$ cat src/rtl/arbitro_memoria_dados_if.sv
// Bus bundle for the data-memory arbiter: processor side, host handshake and memory side.
// "slave" is the arbiter's view; "master" is the surrounding system's view.
interface arbitro_memoria_dados_if #(
    parameter int ADDR_W = 8,
    parameter int DATA_W = 16
);
    logic [ADDR_W-1:0] cpu_addr;
    logic              cpu_rd;
    logic              cpu_wr;
    logic [DATA_W-1:0] cpu_wdata;
    logic [DATA_W-1:0] cpu_rdata;

    logic              host_req;
    logic              host_we;
    logic [ADDR_W-1:0] host_addr;
    logic [DATA_W-1:0] host_wdata;
    logic              host_ack;
    logic [DATA_W-1:0] host_rdata;
    logic              host_busy;
    logic              host_starved;

    logic [ADDR_W-1:0] mem_addr;
    logic              mem_rd;
    logic              mem_wr;
    logic [DATA_W-1:0] mem_wdata;
    logic [DATA_W-1:0] mem_rdata;

    modport slave (
        input  cpu_addr, cpu_rd, cpu_wr, cpu_wdata,
        input  host_req, host_we, host_addr, host_wdata,
        input  mem_rdata,
        output cpu_rdata,
        output host_ack, host_rdata, host_busy, host_starved,
        output mem_addr, mem_rd, mem_wr, mem_wdata
    );

    modport master (
        output cpu_addr, cpu_rd, cpu_wr, cpu_wdata,
        output host_req, host_we, host_addr, host_wdata,
        output mem_rdata,
        input  cpu_rdata,
        input  host_ack, host_rdata, host_busy, host_starved,
        input  mem_addr, mem_rd, mem_wr, mem_wdata
    );
endinterface

$ cat src/rtl/arbitro_memoria_dados.sv
// Data-memory arbiter: the processor always owns the memory when it strobes; a latched
// host request runs in the first processor-idle cycle under a 4-phase req/ack handshake.
module arbitro_memoria_dados #(
    parameter int ADDR_W   = 8,
    parameter int DATA_W   = 16,
    parameter int MAX_WAIT = 15
) (
    input  logic                   clk,
    input  logic                   reset,
    arbitro_memoria_dados_if.slave bus
);
    typedef enum logic [1:0] {
        IDLE = 2'd0,
        WAIT = 2'd1,
        DONE = 2'd2
    } state_t;

    localparam logic [7:0] MAX_WAIT_C = 8'(MAX_WAIT);

    state_t            state;
    state_t            state_next;
    logic              lat_we;
    logic [ADDR_W-1:0] lat_addr;
    logic [DATA_W-1:0] lat_wdata;
    logic [7:0]        wait_cnt;
    logic [7:0]        wait_cnt_inc;
    logic              starved;
    logic [DATA_W-1:0] rdata_q;
    logic              cpu_active;
    logic              host_go;

    assign cpu_active   = bus.cpu_rd | bus.cpu_wr;
    assign wait_cnt_inc = (wait_cnt == 8'hFF) ? wait_cnt : wait_cnt + 8'd1;

    assign bus.cpu_rdata    = bus.mem_rdata;
    assign bus.host_ack     = (state == DONE);
    assign bus.host_busy    = (state == WAIT);
    assign bus.host_starved = starved;
    assign bus.host_rdata   = rdata_q;

    // NOTE: every output of this block gets a default first so no path leaves a latch.
    always_comb begin
        state_next    = state;
        host_go       = 1'b0;
        bus.mem_addr  = '0;
        bus.mem_rd    = 1'b0;
        bus.mem_wr    = 1'b0;
        bus.mem_wdata = '0;

        if (cpu_active) begin
            // A simultaneous read+write strobe is resolved as a write.
            bus.mem_addr  = bus.cpu_addr;
            bus.mem_wr    = bus.cpu_wr;
            bus.mem_rd    = bus.cpu_rd & ~bus.cpu_wr;
            bus.mem_wdata = bus.cpu_wdata;
        end else if (state == WAIT) begin
            host_go       = 1'b1;
            bus.mem_addr  = lat_addr;
            bus.mem_wr    = lat_we;
            bus.mem_rd    = ~lat_we;
            bus.mem_wdata = lat_wdata;
        end

        case (state)
            IDLE:    if (bus.host_req) state_next = WAIT;
            WAIT:    if (host_go)      state_next = DONE;
            DONE:    if (!bus.host_req) state_next = IDLE;
            default: state_next = IDLE;
        endcase
    end

    // NOTE: sequential state uses non-blocking assignments so all registers update together.
    always_ff @(posedge clk or posedge reset) begin
        if (reset) begin
            state     <= IDLE;
            lat_we    <= 1'b0;
            lat_addr  <= '0;
            lat_wdata <= '0;
            wait_cnt  <= '0;
            starved   <= 1'b0;
            rdata_q   <= '0;
        end else begin
            state <= state_next;
            case (state)
                IDLE: begin
                    if (bus.host_req) begin
                        lat_we    <= bus.host_we;
                        lat_addr  <= bus.host_addr;
                        lat_wdata <= bus.host_wdata;
                        wait_cnt  <= '0;
                    end
                end
                WAIT: begin
                    if (host_go) begin
                        starved <= 1'b0;
                        if (!lat_we) rdata_q <= bus.mem_rdata;
                    end else begin
                        wait_cnt <= wait_cnt_inc;
                        if (wait_cnt_inc >= MAX_WAIT_C) starved <= 1'b1;
                    end
                end
                default: ;
            endcase
        end
    end
endmodule

$ cat src/flat_wrapper.sv
// flat-port wrapper written by rule: the top's interface ports become plain ports
module arbitro_memoria_dados_flat 
#(
    parameter int ADDR_W   = 8,
    parameter int DATA_W   = 16,
    parameter int MAX_WAIT = 15
)
  (clk, reset, bus_cpu_addr, bus_cpu_rd, bus_cpu_wr, bus_cpu_wdata, bus_host_req, bus_host_we, bus_host_addr, bus_host_wdata, bus_mem_rdata, bus_cpu_rdata, bus_host_ack, bus_host_rdata, bus_host_busy, bus_host_starved, bus_mem_addr, bus_mem_rd, bus_mem_wr, bus_mem_wdata);
  arbitro_memoria_dados_if #(.ADDR_W(ADDR_W), .DATA_W(DATA_W)) bus_i ();
  input  logic clk;
  input  logic reset;
  input wire logic [$bits(bus_i.cpu_addr)-1:0] bus_cpu_addr;
  input wire logic [$bits(bus_i.cpu_rd)-1:0] bus_cpu_rd;
  input wire logic [$bits(bus_i.cpu_wr)-1:0] bus_cpu_wr;
  input wire logic [$bits(bus_i.cpu_wdata)-1:0] bus_cpu_wdata;
  input wire logic [$bits(bus_i.host_req)-1:0] bus_host_req;
  input wire logic [$bits(bus_i.host_we)-1:0] bus_host_we;
  input wire logic [$bits(bus_i.host_addr)-1:0] bus_host_addr;
  input wire logic [$bits(bus_i.host_wdata)-1:0] bus_host_wdata;
  input wire logic [$bits(bus_i.mem_rdata)-1:0] bus_mem_rdata;
  output wire logic [$bits(bus_i.cpu_rdata)-1:0] bus_cpu_rdata;
  output wire logic [$bits(bus_i.host_ack)-1:0] bus_host_ack;
  output wire logic [$bits(bus_i.host_rdata)-1:0] bus_host_rdata;
  output wire logic [$bits(bus_i.host_busy)-1:0] bus_host_busy;
  output wire logic [$bits(bus_i.host_starved)-1:0] bus_host_starved;
  output wire logic [$bits(bus_i.mem_addr)-1:0] bus_mem_addr;
  output wire logic [$bits(bus_i.mem_rd)-1:0] bus_mem_rd;
  output wire logic [$bits(bus_i.mem_wr)-1:0] bus_mem_wr;
  output wire logic [$bits(bus_i.mem_wdata)-1:0] bus_mem_wdata;
  assign bus_i.cpu_addr = bus_cpu_addr;
  assign bus_i.cpu_rd = bus_cpu_rd;
  assign bus_i.cpu_wr = bus_cpu_wr;
  assign bus_i.cpu_wdata = bus_cpu_wdata;
  assign bus_i.host_req = bus_host_req;
  assign bus_i.host_we = bus_host_we;
  assign bus_i.host_addr = bus_host_addr;
  assign bus_i.host_wdata = bus_host_wdata;
  assign bus_i.mem_rdata = bus_mem_rdata;
  assign bus_cpu_rdata = bus_i.cpu_rdata;
  assign bus_host_ack = bus_i.host_ack;
  assign bus_host_rdata = bus_i.host_rdata;
  assign bus_host_busy = bus_i.host_busy;
  assign bus_host_starved = bus_i.host_starved;
  assign bus_mem_addr = bus_i.mem_addr;
  assign bus_mem_rd = bus_i.mem_rd;
  assign bus_mem_wr = bus_i.mem_wr;
  assign bus_mem_wdata = bus_i.mem_wdata;
  arbitro_memoria_dados #(.ADDR_W(ADDR_W), .DATA_W(DATA_W), .MAX_WAIT(MAX_WAIT)) u_core (.clk(clk), .reset(reset), .bus(bus_i));
endmodule
$ cat config.mk
export PLATFORM = sky130hd
export DESIGN_NAME = arbitro_memoria_dados_flat
export DESIGN_NICKNAME = d
export VERILOG_FILES = /design/src/rtl/arbitro_memoria_dados_if.sv /design/src/rtl/arbitro_memoria_dados.sv /design/src/flat_wrapper.sv
export SDC_FILE = /design/constraint.sdc
export NUM_CORES = 1
export LEC_CHECK = 0
export ABC_AREA = 1
export CELL_PAD_IN_SITES_DETAIL_PLACEMENT = 1
export CELL_PAD_IN_SITES_GLOBAL_PLACEMENT = 1
export CORE_MARGIN = 10
export CORE_UTILIZATION = 29
export DETAILED_ROUTE_END_ITERATION = 7
export GPL_ROUTABILITY_DRIVEN = 0
export PLACE_DENSITY = 0.84
export REMOVE_ABC_BUFFERS = 1
export SLEW_MARGIN = 20
export SYNTH_ARGS = -nofsm -noshare
export SYNTH_HDL_FRONTEND = slang
export SYNTH_SLANG_ARGS = --single-unit
$ cat constraint.sdc
create_clock -name clk -period 2.4 [get_ports clk]
set_clock_uncertainty 0.15 [all_clocks]
set_input_delay 0.48 -clock clk [delete_from_list [all_inputs] [get_ports clk]]
set_output_delay 0.48 -clock clk [all_outputs]
set_load 0.03 [all_outputs]
### Routed metal, one color a layer, run 1

The bar under the picture is 20 µm long.
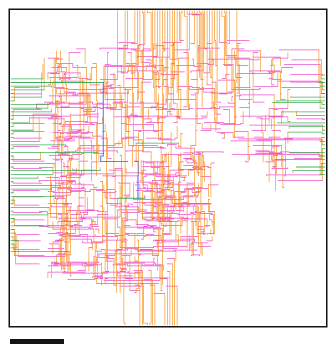
| layer | color | wire length |
|---|---|---|
| metal 4 | blue | 43.8 µm |
| metal 1 | magenta | 3740 µm |
| metal 3 | green | 668 µm |
| metal 2 | orange | 4650 µm |

### Where the registers sit, run 1

The bar under the picture is 20 µm long. Other sequential cells in the stronger gray, the rest of the logic in the fainter gray.
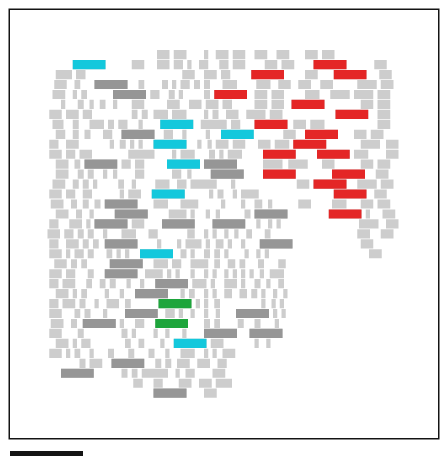
| signal | color | sequential cells |
|---|---|---|
| u_core.bus.host_rdata | red | 16 |
| u_core.state | green | 2 |
| u_core.lat_addr | cyan | 8 |
not colored: 26

### Routing congestion map, run 1

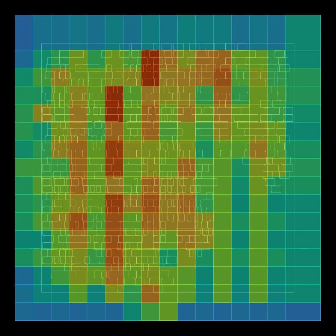
global-route met2 utilization: 0.233
most congested layer reported by global routing: met2
share of the core filled with cells in the final layout: 0.452
GRT Total Usage: 0.129

==> deck_impl_summary.md, run 1 <==
Run Summary

Critical path
  – Gate family responsible for the most delay along the worst path: buffers and inverters
  – Category of the worst setup path launch point: input pin
  – Delay of the slowest critical-path stage: between 700 and 800 ps
  – Worst path buffer plus inverter count: 2
  – Kind of critical path: input pin to output port
  – CP max FO: 2
  – Cell with the largest stage delay on the worst path: sky130_fd_sc_hd__clkdlybuf4s50_1
  – Endpoint kind of the worst setup timing path: output port
  – Crit. path cell count: 2
  – Internal reg-to-reg setup slack: between 600 and 700 ps
  – Data arrival time of the critical path: between 1500 and 2000 ps
  – R2R depth: 8
  – Crit Reg-Reg Endpoint: u_core.bus.host_rdata[15]

Timing
  – Relative slew slack: 0.693
  – Max Transition Viols Final: 0
  – Ratio of final minimum period to clock period: 0.964
  – Final Hold Violation Tally: 0
  – Setup-violating endpoint count in the final report: 0
  – Unrepaired setup endpoints after global routing: no
  – Maximum clock frequency: roughly 430 MHz
  – Worst hold-check slack: between 300 and 400 ps
  – Minimum clock period: about 2300 ps
  – Measured slew at the worst slew-check pin: roughly 460 ps

Detailed routing
  – Vias per std cell: 4.65
  – Number of design-rule violations left by the first detailed-router iteration: 69
  – Final routed DRC violation total: 0
  – DRT Wirelength: around 9100 µm
  – Routed length per instance: approximately 17 µm
  – Drt pass-1 iters: 4
  – Antenna-violating nets left: 0

Place
  – Half-perimeter wire length after placement: between 7000 and 8000 µm
  – Total of buffers placed on input and output ports: 130

Status
  – Run status: completed

CTS
  – Post-CTS clock slew at the launch and capture registers of the worst setup and hold paths: approximately 110 ps
  – TritonCTS Sinks: 52
  – Root buffer cell: sky130_fd_sc_hd__clkbuf_8
  – Total CTS buffers: 5
  – Clock latency at the later pin of the worst-skew pair: approximately 300 ps
  – Total of hold buffers inserted after clock tree synthesis: 0
  – Number of levels in the clock H-tree: 2

Floorplan
  – Standard-cell rows: 35
  – Starting utilization of the core area: 0.296
  – Placeable core region: ~9000 µm²
  – Number of top-level design ports: between 100 and 150
  – Die Y-Extent: roughly 120 µm
  – Horizontal die dimension: 117 µm

Final layout
  – Final instance area: just over 4000 µm²
  – Filler cell count: about 1100
  – Number of inserted diodes: 0
  – Most numerous logic cell after layout: sky130_fd_sc_hd__clkdlybuf4s50_1
  – Area added between synthesis and finish: 52.5%
  – Most numerous logic cells after layout: sky130_fd_sc_hd__clkdlybuf4s50_1, sky130_fd_sc_hd__dfrtp_1, sky130_fd_sc_hd__nand2_1
  – Number of nets in the layout: roughly 500
  – Fraction of final layout cells sized beyond drive strength 1: 0.193

Pwr
  – Pwr per Cell Area: 965 nW/µm²
  – Worst-case vdd ir drop: around 0.00035 V

Synthesis
  – Largest area contributor in the netlist: sky130_fd_sc_hd__dfrtp_1
  – Summed standard-cell area reported by yosys: between 2000 and 3000 µm²
  – Share of synthesized area occupied by flip-flops and latches: 0.478
  – Flops & latches, synth: about 52
  – Top cell area share: 0.478
  – Synth cell types: 26
  – Cells after synthesis: slightly above 300
  – Top area cells in the synthesized netlist: sky130_fd_sc_hd__dfrtp_1, sky130_fd_sc_hd__o21ai_0, sky130_fd_sc_hd__nand2_1
  – Syn_area_per_cell: slightly below 9 µm²
  – Mapped cell area: ~2700 µm²
  – Synth warnings: 0

Global route
  – Wire length of the first global-routing pass: between 10000 and 15000 µm
  – Leftover overflow at the end of global routing: 0
  – Routing usage on met3: 0.0443
  – Number of antenna violations at the first check in global routing: 0
  – Met1 capacity usage during global routing: 0.146
  – Via count of the first global-routing pass: around 2800
  – Largest net degree at the start of global routing: 34

Run
  – Number of max-capacitance violations reported: 0
  – Tool warning count: 25

Worst hold path
  – Path category of the worst min-delay check: input pin to asynchronous set/reset pin
-- run 1: state kept, by name, summed over array words and instances (netlist names) --
| register | flops |
|---|---|
| u_core.lat_wdata | 16 |
| u_core.bus.host_starved | 1 |
| u_core.lat_we | 1 |
| u_core.wait_cnt | 8 |
| u_core.bus.host_rdata | 16 |
| u_core.lat_addr | 8 |
| u_core.state | 2 |
-- run 1: area by class of cell --
| cell class | instances | area (µm²) | share of cell area |
|---|---|---|---|
| Inverter | 36 | 143 | 0.0343 |
| Sequential cell | 52 | 1300 | 0.313 |
| Timing Repair Buffer | 142 | 1360 | 0.326 |
| Clock buffer | 5 | 68.8 | 0.0166 |
| Tap cell | 111 | 139 | 0.0334 |
| Multi-Input combinational cell | 193 | 1120 | 0.270 |
| Clock inverter | 3 | 26.3 | 0.00633 |
-- run 1: power breakdown --
part	switching, µW	leakage, µW	internal (µW)
Sequential	183	0.000621	1250
Clock	318	0.0000423	213
Combinational	1160	0.00127	878
Total	1660	0.00193	2340
-- run 1: logic make-up after synthesis --
kind of cell,Yosys count,synth area share
buffers and inverters,63,0.118
and+or+nand+nor,91,0.148
adders and majority gates,1,0.00459
AOI/OAI and AO/OA,77,0.144
DFF,52,0.478
muxes,23,0.107
-- run 1: through the flow --
step	worst slack [ps]	utilization	cells	total power, µW
2_1_floorplan	251	-	280	2590
3_3_place_gp	33.0	0.438	532	3430
3_5_place_dp	-59.7	0.438	532	3500
4_1_cts	6.50	0.450	541	4060
5_1_grt	47.2	0.452	542	4290
6_report	85.5	0.452	542	4010
-- run 1: routing by layer --
metal | up-vias | wire [µm] | part of all wire
met5 | - | 0 | 0
met4 | 0 | 43 | 0.0047
met3 | 4 | 668 | 0.073
met2 | 81 | 4650 | 0.51
met1 | 1205 | 3740 | 0.41
li1 | 1228 | - | -
-- run 1: Yosys cell counts (all sizes together) --
library cell,n
nand3,8
o22ai,4
nor2,29
inv,36
buf,21
nand2,53
o21ai,50
ha,1
or2,1
o21bai,1
clkbuf,6
dfrtp,52
mux2,23
a21oi,22
-- run 1: how the worst max path moves through the flow --
| stage | from | end | slack (ps) |
|---|---|---|---|
| floorplan | u_core.state[1] | bus_mem_addr[7] | 250 |
| global placement | bus_cpu_rd | bus_mem_wdata[11] | 30 |
| CTS | bus_cpu_wr | bus_mem_addr[6] | 7 |
| global route | bus_mem_rdata[13] | bus_cpu_rdata[13] | 50 |
| detailed placement | bus_cpu_rd | bus_mem_addr[6] | -60 |
| finish | bus_mem_rdata[12] | bus_cpu_rdata[12] | 90 |
-- run 1: repair_timing --
item | in CTS | in global routing
cloned | 0 | 1
resized | 2 | 2
endpoints found under the hold margin | 0 | 0
buffers inserted | 1 | 0
pin swaps | 1 | 0
setup endpoints to repair | 13 | 19
### Wiring heat map, run 1

The bar under the picture is 20 µm long. 23 x 23 tiles, from dark blue (low) to red (high), scaled to the fullest tile. Values are wire area over tile area, all layers added.
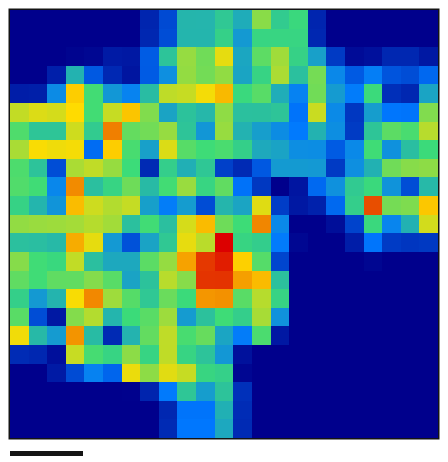

==> run 2, diff against run 1 <==
--- a/config.mk
+++ b/config.mk
@@ -5,11 +5,10 @@
 export SDC_FILE = /design/constraint.sdc
 export NUM_CORES = 1
 export LEC_CHECK = 0
-export ABC_AREA = 1
 export CELL_PAD_IN_SITES_DETAIL_PLACEMENT = 1
 export CELL_PAD_IN_SITES_GLOBAL_PLACEMENT = 1
 export CORE_MARGIN = 10
-export CORE_UTILIZATION = 29
+export CORE_UTILIZATION = 30
 export DETAILED_ROUTE_END_ITERATION = 7
 export GPL_ROUTABILITY_DRIVEN = 0
 export PLACE_DENSITY = 0.84
### Wiring heat map, run 2

The bar under the picture is 20 µm long. 22 x 22 tiles, from dark blue (low) to red (high), scaled to the fullest tile. Values are wire area over tile area, all layers added.
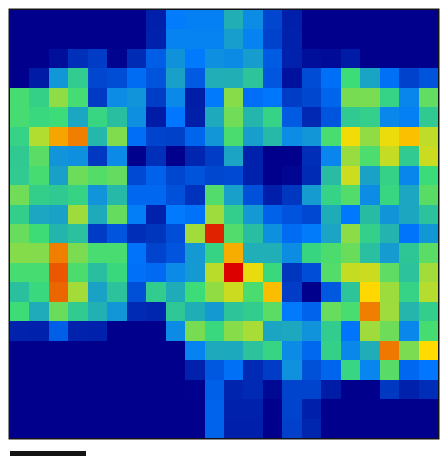
fullest tile: 0.40
nearly empty tiles: 23%
mean over tiles: 0.11
emptiest ninth of the die: south-west
tiles over half the peak: 19%

### Routed metal, one color a layer, run 2

The bar under the picture is 20 µm long.
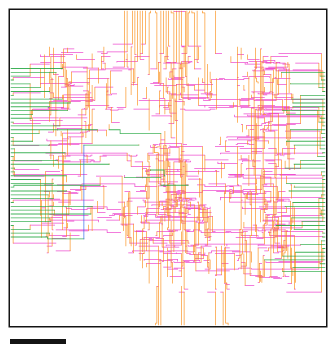
| layer | color | wire length |
|---|---|---|
| metal 2 | orange | 3830 µm |
| metal 3 | green | 1050 µm |
| metal 4 | blue | 33.3 µm |
| metal 1 | magenta | 3340 µm |

### Routing congestion map, run 2

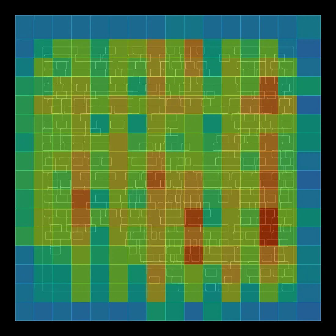
GRT Total Usage: 0.127
routing usage on met3: 0.0735
routed length per instance: 19.1 µm

==> deck_impl_summary.md, run 2 <==
Run Summary

Critical path
  – Chain of cells forming the critical path: dlygate4sd2_1 -> or2_4 -> nor2_4 -> buf_12 -> buf_12 -> a22o_1 -> buf_4
  – Endpoint kind of the worst setup timing path: output port
  – Worst path buffer plus inverter count: 4 (+2)
  – Gate family responsible for the most delay along the worst path: buffers and inverters
  – Cell with the largest stage delay on the worst path: sky130_fd_sc_hd__or2_4
  – Internal reg-to-reg setup slack: 470 ps (-140 ps)
  – Data arrival time of the critical path: 1680 ps (about the same)
  – Kind of critical path: input pin to output port
  – Category of the worst setup path launch point: input pin

Synthesis
  – Synth warnings: 0 (unchanged)
  – Flip-flop cell with the highest count after synthesis: sky130_fd_sc_hd__dfrtp_1
  – Most frequent cell after synthesis: sky130_fd_sc_hd__dfrtp_1
  – Top area cells in the synthesized netlist: sky130_fd_sc_hd__dfrtp_1, sky130_fd_sc_hd__mux2_2, sky130_fd_sc_hd__a22o_1
  – Largest area contributor in the netlist: sky130_fd_sc_hd__dfrtp_1
  – Async set or reset register ratio after synthesis: 1.00 (unchanged)
  – Synth cell types: 42 (+62%)
  – Syn_area_per_cell: 13.0 µm² (+46%)
  – Top cell area share: 0.510 (+0.0321)
  – List of most frequent post-synthesis cells: sky130_fd_sc_hd__dfrtp_1, sky130_fd_sc_hd__mux2_2, sky130_fd_sc_hd__a22o_1
  – Share of synthesized area occupied by flip-flops and latches: 0.510 (+0.0321)
  – Flops & latches, synth: 52 (unchanged)
  – Cells after synthesis: 197 (-36%)
  – Summed standard-cell area reported by yosys: 2550 µm² (-6.3%)
  – Number of flops mapped to enable cells by yosys: 0 (unchanged)

Worst hold path
  – Path category of the worst min-delay check: flop to flop

Place
  – Total of buffers placed on input and output ports: 130 (unchanged)
  – Half-perimeter wire length after placement: 6540 µm (-11%)
  – Number of cells after detailed placement: 418 (-21%)

Global route
  – Leftover overflow at the end of global routing: 0 (unchanged)
  – Number of antenna violations at the first check in global routing: 0 (unchanged)
  – Wire length of the first global-routing pass: 13300 µm (-7.4%)
  – Via count of the first global-routing pass: 2419 (-14%)
  – Largest net degree at the start of global routing: 34 (unchanged)

Timing
  – Max Transition Viols Final: 0 (unchanged)
  – Unrepaired setup endpoints after global routing: no
  – Relative slew slack: 0.700 (+0.00644)
  – Final Hold Violation Tally: 0 (unchanged)
  – Maximum clock frequency: 432 MHz (about the same)
  – Measured slew at the worst slew-check pin: 450 ps (-9.65 ps)
  – Minimum clock period: 2310 ps (-0.279 ps)
  – Setup-violating endpoint count in the final report: 0 (unchanged)
  – Ratio of final minimum period to clock period: 0.964 (about the same)

Pwr
  – Pwr per Cell Area: 983 nW/µm² (+1.9%)
  – Worst-case vdd ir drop: 0.000543 V (+56%)

Final layout
  – Area added between synthesis and finish: 61.1%
  – Most numerous logic cell after layout: sky130_fd_sc_hd__clkdlybuf4s50_1
  – Fraction of final layout cells sized beyond drive strength 1: 0.314 (+0.121)
  – Final instance area: 4110 µm² (-0.99%)
  – Number of inserted diodes: 0 (unchanged)
  – Post-route non-filler standard cell count: 433 (-20%)
  – Share of the core filled with cells in the final layout: 0.498 (+0.0463)
  – Most numerous logic cells after layout: sky130_fd_sc_hd__clkdlybuf4s50_1, sky130_fd_sc_hd__dfrtp_1, sky130_fd_sc_hd__mux2_2
  – Filler cell count: 864 (-20%)
  – Number of nets in the layout: 398 (-21%)

Detailed routing
  – DRT Wirelength: 8250 µm (-9.3%)
  – Drt pass-1 iters: 4 (unchanged)
  – Vias per std cell: 4.93 (+6.1%)
  – Antenna-violating nets left: 0 (unchanged)
  – Final routed DRC violation total: 0 (unchanged)
  – Number of design-rule violations left by the first detailed-router iteration: 48 (-30%)

CTS
  – TritonCTS Sinks: 52 (unchanged)
  – Clock latency at the later pin of the worst-skew pair: 300 ps (about the same)
  – Post-CTS clock slew at the launch and capture registers of the worst setup and hold paths: 100 ps (about the same)
  – Total of hold buffers inserted after clock tree synthesis: 0 (unchanged)
  – Root buffer cell: sky130_fd_sc_hd__clkbuf_8
  – CTS tree: built
  – Total CTS buffers: 5 (unchanged)
  – Number of levels in the clock H-tree: 2 (unchanged)

Floorplan
  – Standard-cell rows: 33 (-5.7%)
  – Number of top-level design ports: 131 (unchanged)
  – Placeable core region: 8260 µm² (-10%)
  – Die Y-Extent: 112 µm (-4.0%)
  – Starting utilization of the core area: 0.309 (+0.0129)
  – Horizontal die dimension: 112 µm (-4.0%)

Run
  – Number of max-capacitance violations reported: 0 (unchanged)
  – Tool warning count: 25 (unchanged)

Status
  – Run status: completed
==> run 2: final timing paths <==
check                                     startpoint                        end  cells after the start
min in group asynchronous                      reset  u_core.bus.host_rdata[13]                      2
min reg2reg                u_core.bus.host_rdata[15]  u_core.bus.host_rdata[15]                      1
max                                       bus_cpu_wr           bus_mem_wdata[2]                      7
max reg2reg                          u_core.state[1]   u_core.bus.host_rdata[8]                      7
min                        u_core.bus.host_rdata[15]  u_core.bus.host_rdata[15]                      1
max in group asynchronous                      reset       u_core.lat_wdata[11]                      3
==> run 2: through the flow <==
stage          worst slack [ps]  hold WS (ps)  TNS, ps
2_1_floorplan              -819           332   -22140
3_3_place_gp              -40.5           319     -802
3_5_place_dp              -82.0           328    -1480
4_1_cts                    1.91           353        0
5_1_grt                    12.6           373        0
6_report                   85.8           344        0
==> run 2: area by class of cell <==
cell class / instances / area (µm²) / area share
clock buffer: 6 / 82.6 / 0.0201
clock inverter: 2 / 15.0 / 0.00365
inverter: 4 / 15.0 / 0.00365
multi-input combinational: 116 / 1070 / 0.260
sequential: 52 / 1300 / 0.316
tap: 105 / 131 / 0.0319
timing repair buffer: 148 / 1500 / 0.364
==> run 2: cell families after synthesis <==
| kind of cell | share of synthesized area |
|---|---|
| flip-flops | 0.510 |
| multiplexers | 0.185 |
| AND-OR/OR-AND | 0.131 |
| AND/OR/NAND/NOR | 0.0912 |
| adder cells (fa/ha/maj) | 0.00490 |
| buffers and inverters | 0.0745 |
| XOR/XNOR | 0.00343 |
==> run 2: timing repair <==
action                     4_1_cts  5_1_grt
pin swaps                        4        3
buffers inserted                 3        3
cloned                           2        0
setup endpoints to repair       25       10
gates resized                    9        3
==> run 2: worst reg2reg max path, stage by stage (launching register included) <==
cell and delay (ps):
sky130_fd_sc_hd__dfrtp_1 420, sky130_fd_sc_hd__nand2b_4 180, sky130_fd_sc_hd__buf_4 150, sky130_fd_sc_hd__inv_2 90, sky130_fd_sc_hd__nand2_4 50, sky130_fd_sc_hd__buf_4 150, sky130_fd_sc_hd__nor2_8 250, sky130_fd_sc_hd__mux2_2 380
==> run 2: layer usage <==
| metal | GRT usage | up-vias | routed length, µm |
|---|---|---|---|
| li1 | - | 977 | - |
| met1 | 0.140 | 1050 | 3340 |
| met2 | 0.211 | 106 | 3830 |
| met3 | 0.0735 | 2 | 1050 |
| met4 | 0.0220 | 0 | 33 |
| met5 | 0 | - | 0 |
==> run 2: power breakdown <==
group          internal, µW  switching [µW]  leakage (µW)
Sequential             1270             258      0.000633
Combinational          1020             979       0.00108
Clock                   234             289     0.0000434
### Cell classes on the final placement, run 2

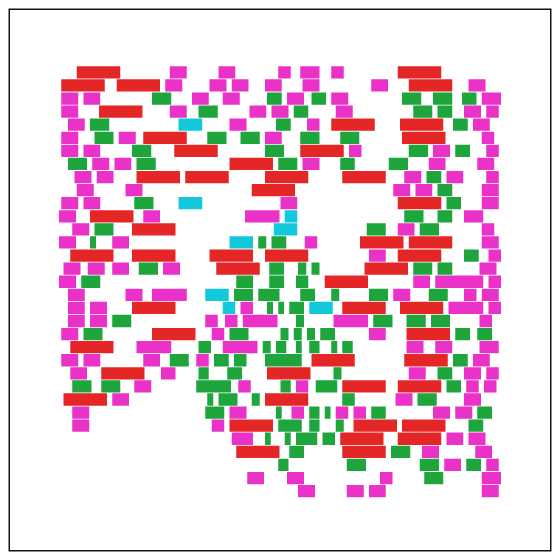

==> run 3, diff against run 2 <==
--- a/config.mk
+++ b/config.mk
@@ -8,10 +8,10 @@
 export CELL_PAD_IN_SITES_DETAIL_PLACEMENT = 1
 export CELL_PAD_IN_SITES_GLOBAL_PLACEMENT = 1
 export CORE_MARGIN = 10
-export CORE_UTILIZATION = 30
+export CORE_UTILIZATION = 32
 export DETAILED_ROUTE_END_ITERATION = 7
 export GPL_ROUTABILITY_DRIVEN = 0
-export PLACE_DENSITY = 0.84
+export PLACE_DENSITY = 0.89
 export REMOVE_ABC_BUFFERS = 1
 export SLEW_MARGIN = 20
 export SYNTH_ARGS = -nofsm -noshare
==> constraint.sdc (replaced) <==
create_clock -name clk -period 2.7 [get_ports clk]
set_clock_uncertainty 0.15 [all_clocks]
set_input_delay 0.54 -clock clk [delete_from_list [all_inputs] [get_ports clk]]
set_output_delay 0.54 -clock clk [all_outputs]
set_load 0.03 [all_outputs]
### Cell classes on the final placement, run 3

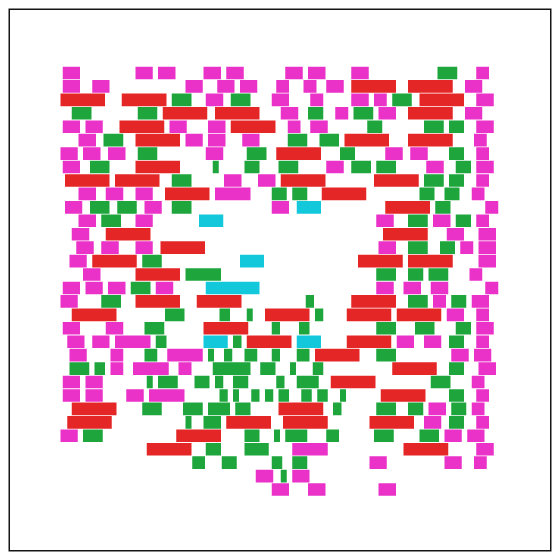
| class | color | cells |
|---|---|---|
| flops | red | 52 |
| combinational and other logic | green | 120 |
| clock drivers and dummy loads | cyan | 6 |
| other buffers and delay cells | magenta | 137 |

### Routing congestion map, run 3

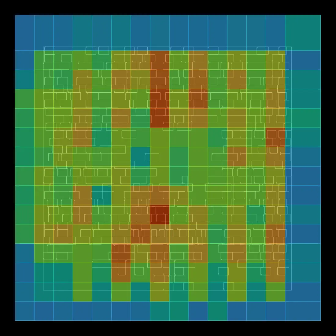
routed length per instance: 19.4 µm
met1 capacity usage during global routing: 0.139
global-route met2 utilization: 0.213

==> deck_impl_summary.md, run 3 <==
Run Summary

Synthesis
  – Largest area contributor in the netlist: sky130_fd_sc_hd__dfrtp_1
  – Number of flops mapped to enable cells by yosys: 0 (unchanged)
  – Most frequent cell after synthesis: sky130_fd_sc_hd__dfrtp_1
  – Top area cells in the synthesized netlist: sky130_fd_sc_hd__dfrtp_1, sky130_fd_sc_hd__mux2_2, sky130_fd_sc_hd__a22o_1
  – Synth warnings: 0 (unchanged)
  – Cells after synthesis: 197 (unchanged)
  – Flip-flop cell with the highest count after synthesis: sky130_fd_sc_hd__dfrtp_1
  – List of most frequent post-synthesis cells: sky130_fd_sc_hd__dfrtp_1, sky130_fd_sc_hd__mux2_2, sky130_fd_sc_hd__a22o_1
  – Async set or reset register ratio after synthesis: 1.00 (unchanged)
  – Share of synthesized area occupied by flip-flops and latches: 0.510 (unchanged)

Critical path
  – Worst path buffer plus inverter count: 3 (-1)
  – Data arrival time of the critical path: 1910 ps (+230 ps)
  – Internal reg-to-reg setup slack: 720 ps (+250 ps)
  – Category of the worst setup path launch point: input pin
  – Gate family responsible for the most delay along the worst path: buffers and inverters
  – Chain of cells forming the critical path: clkdlybuf4s50_1 -> or2_1 -> nor2_4 -> buf_12 -> a22o_1 -> buf_4
  – Worst R2R Start: u_core.wait_cnt[0]
  – Endpoint kind of the worst setup timing path: output port
  – Crit Reg-Reg Endpoint: u_core.wait_cnt[2]
  – Cell with the largest stage delay on the worst path: sky130_fd_sc_hd__clkdlybuf4s50_1

Global route
  – Leftover overflow at the end of global routing: 0 (unchanged)
  – Wire length of the first global-routing pass: 12400 µm (-6.5%)
  – GRT Total Usage: 0.131 (+0.00374)
  – Largest net degree at the start of global routing: 53 (+56%)
  – Via count of the first global-routing pass: 2362 (-2.4%)

CTS
  – Number of levels in the clock H-tree: 2 (unchanged)
  – Root buffer cell: sky130_fd_sc_hd__clkbuf_8
  – Count of instances resized after the clock tree is built: 0 (-9)
  – Clock latency at the later pin of the worst-skew pair: 300 ps (about the same)
  – Total of hold buffers inserted after clock tree synthesis: 0 (unchanged)
  – Post-CTS clock slew at the launch and capture registers of the worst setup and hold paths: 80 ps (-20 ps)

Timing
  – Final Hold Violation Tally: 0 (unchanged)
  – Unrepaired setup endpoints after global routing: no
  – Setup tns final: 0 ps (unchanged)
  – Ratio of final minimum period to clock period: 0.963
  – Maximum clock frequency: 385 MHz
  – Measured slew at the worst slew-check pin: 353 ps (-96.8 ps)
  – Minimum clock period: around 2600 ps

Place
  – Number of cells after detailed placement: 411 (-1.7%)
  – Total of buffers placed on input and output ports: 130 (unchanged)
  – Half-perimeter wire length after placement: 6400 µm (-2.2%)

Pwr
  – Pwr per Cell Area: 897 nW/µm² (-8.8%)
  – Worst-case vdd ir drop: 0.000480 V (-12%)

Worst hold path
  – Hold Startpoint: u_core.bus.host_rdata[10]
  – Hold Path End: u_core.bus.host_rdata[10]
  – Cell depth of the worst hold path: 1 (unchanged)

Detailed routing
  – DRT Wirelength: 8080 µm (-2.1%)
  – Final routed DRC violation total: 0 (unchanged)

Floorplan
  – Die Y-Extent: 109 µm (-2.6%)
  – Placeable core region: 7730 µm² (-6.4%)
  – Horizontal die dimension: 109 µm (-2.6%)
  – Standard-cell rows: 32 (-3.0%)

Final layout
  – Most numerous logic cells after layout: sky130_fd_sc_hd__clkdlybuf4s50_1, sky130_fd_sc_hd__dfrtp_1, sky130_fd_sc_hd__mux2_2
  – Number of inserted diodes: 0 (unchanged)
  – Fraction of final layout cells sized beyond drive strength 1: 0.283 (-0.0315)
  – Final instance area: 3970 µm² (-3.4%)
  – Number of nets in the layout: 387 (-2.8%)

Run
  – Tool warning count: 25 (unchanged)
  – Number of max-capacitance violations reported: 0 (unchanged)

Status
  – Run status: completed
### Routed metal, one color a layer, run 3

The bar under the picture is 20 µm long.
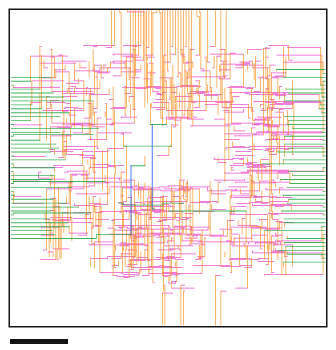
| layer | color | wire length |
|---|---|---|
| metal 3 | green | 1190 µm |
| metal 4 | blue | 53.0 µm |
| metal 1 | magenta | 3040 µm |
| metal 2 | orange | 3800 µm |

## run 3: cell types whose count changed in the layout (fill, tap and decap cells not counted), moves of 2 or more
cell                              previous run  this run
sky130_fd_sc_hd__clkinvlp_4                  2         0
sky130_fd_sc_hd__buf_6                       5         0
sky130_fd_sc_hd__clkdlybuf4s50_1           101       104
sky130_fd_sc_hd__buf_4                      31        27
## run 3: area by class of cell
cell class,count,area (µm²)
fill,817,3750
timing repair buffer,137,1360
sequential,52,1300
multi-input combinational,116,1070
tap,102,128
clock buffer,5,68.8
clock inverter,1,30.0
inverter,4,15.0
## run 3: metrics by stage
stage          hold slack (ps)  worst slack (ps)  utilization  total power, µW
2_1_floorplan              332              -579            -             2320
3_3_place_gp               318               143        0.501             3030
3_5_place_dp               329              77.5        0.501             3100
4_1_cts                    349              77.8        0.514             3620
5_1_grt                    374              25.8        0.514             3800
6_report                   343              99.6        0.514             3560
## run 3: power by group
| group | switching (µW) | leakage, µW | total, µW | internal, µW |
|---|---|---|---|---|
| clock | 238 | 0.0000501 | 505 | 266 |
| sequential | 227 | 0.000633 | 1350 | 1130 |
| combinational | 864 | 0.000996 | 1700 | 841 |
| total | 1330 | 0.00168 | 3560 | 2230 |
## run 3: worst reg2reg max path, stage by stage, from the launching register on
cell and delay [ps]:
sky130_fd_sc_hd__dfrtp_1 420, sky130_fd_sc_hd__ha_1 280, sky130_fd_sc_hd__and4_1 290, sky130_fd_sc_hd__nand4_2 200
sky130_fd_sc_hd__and2_4 220, sky130_fd_sc_hd__a311oi_1 320
## run 3: cells by family after synthesis
family	count (synthesis)	synth area share
buffers and inverters	29	0.0745
flip-flops	52	0.510
multiplexers	42	0.185
AND-OR/OR-AND	43	0.131
adder cells (fa/ha/maj)	1	0.00490
XOR/XNOR	1	0.00343
AND/OR/NAND/NOR	29	0.0912
## run 3: routing by layer
layer  wire length [µm]  GRT usage  part of all wire
met1               3040      0.139              0.38
met2               3800      0.213              0.47
met3               1190     0.0866              0.15
met4                 53     0.0288            0.0066
met5                  0          0                 0
## run 3: worst max-delay path by stage
stage                     slack, ps          from            endpoint  depth (start not counted)
after global routing             30    bus_cpu_wr   bus_mem_wdata[10]                          6
after detailed placement         80    bus_cpu_wr   bus_mem_wdata[10]                          6
final                           100    bus_cpu_wr   bus_mem_wdata[10]                          6
after global placement          140    bus_cpu_wr    bus_mem_wdata[9]                          6
after CTS                        80    bus_cpu_wr   bus_mem_wdata[10]                          6
after floorplan                -580  bus_host_req  u_core.lat_addr[0]                          2
Power is estimated from default activity; no workload was simulated.
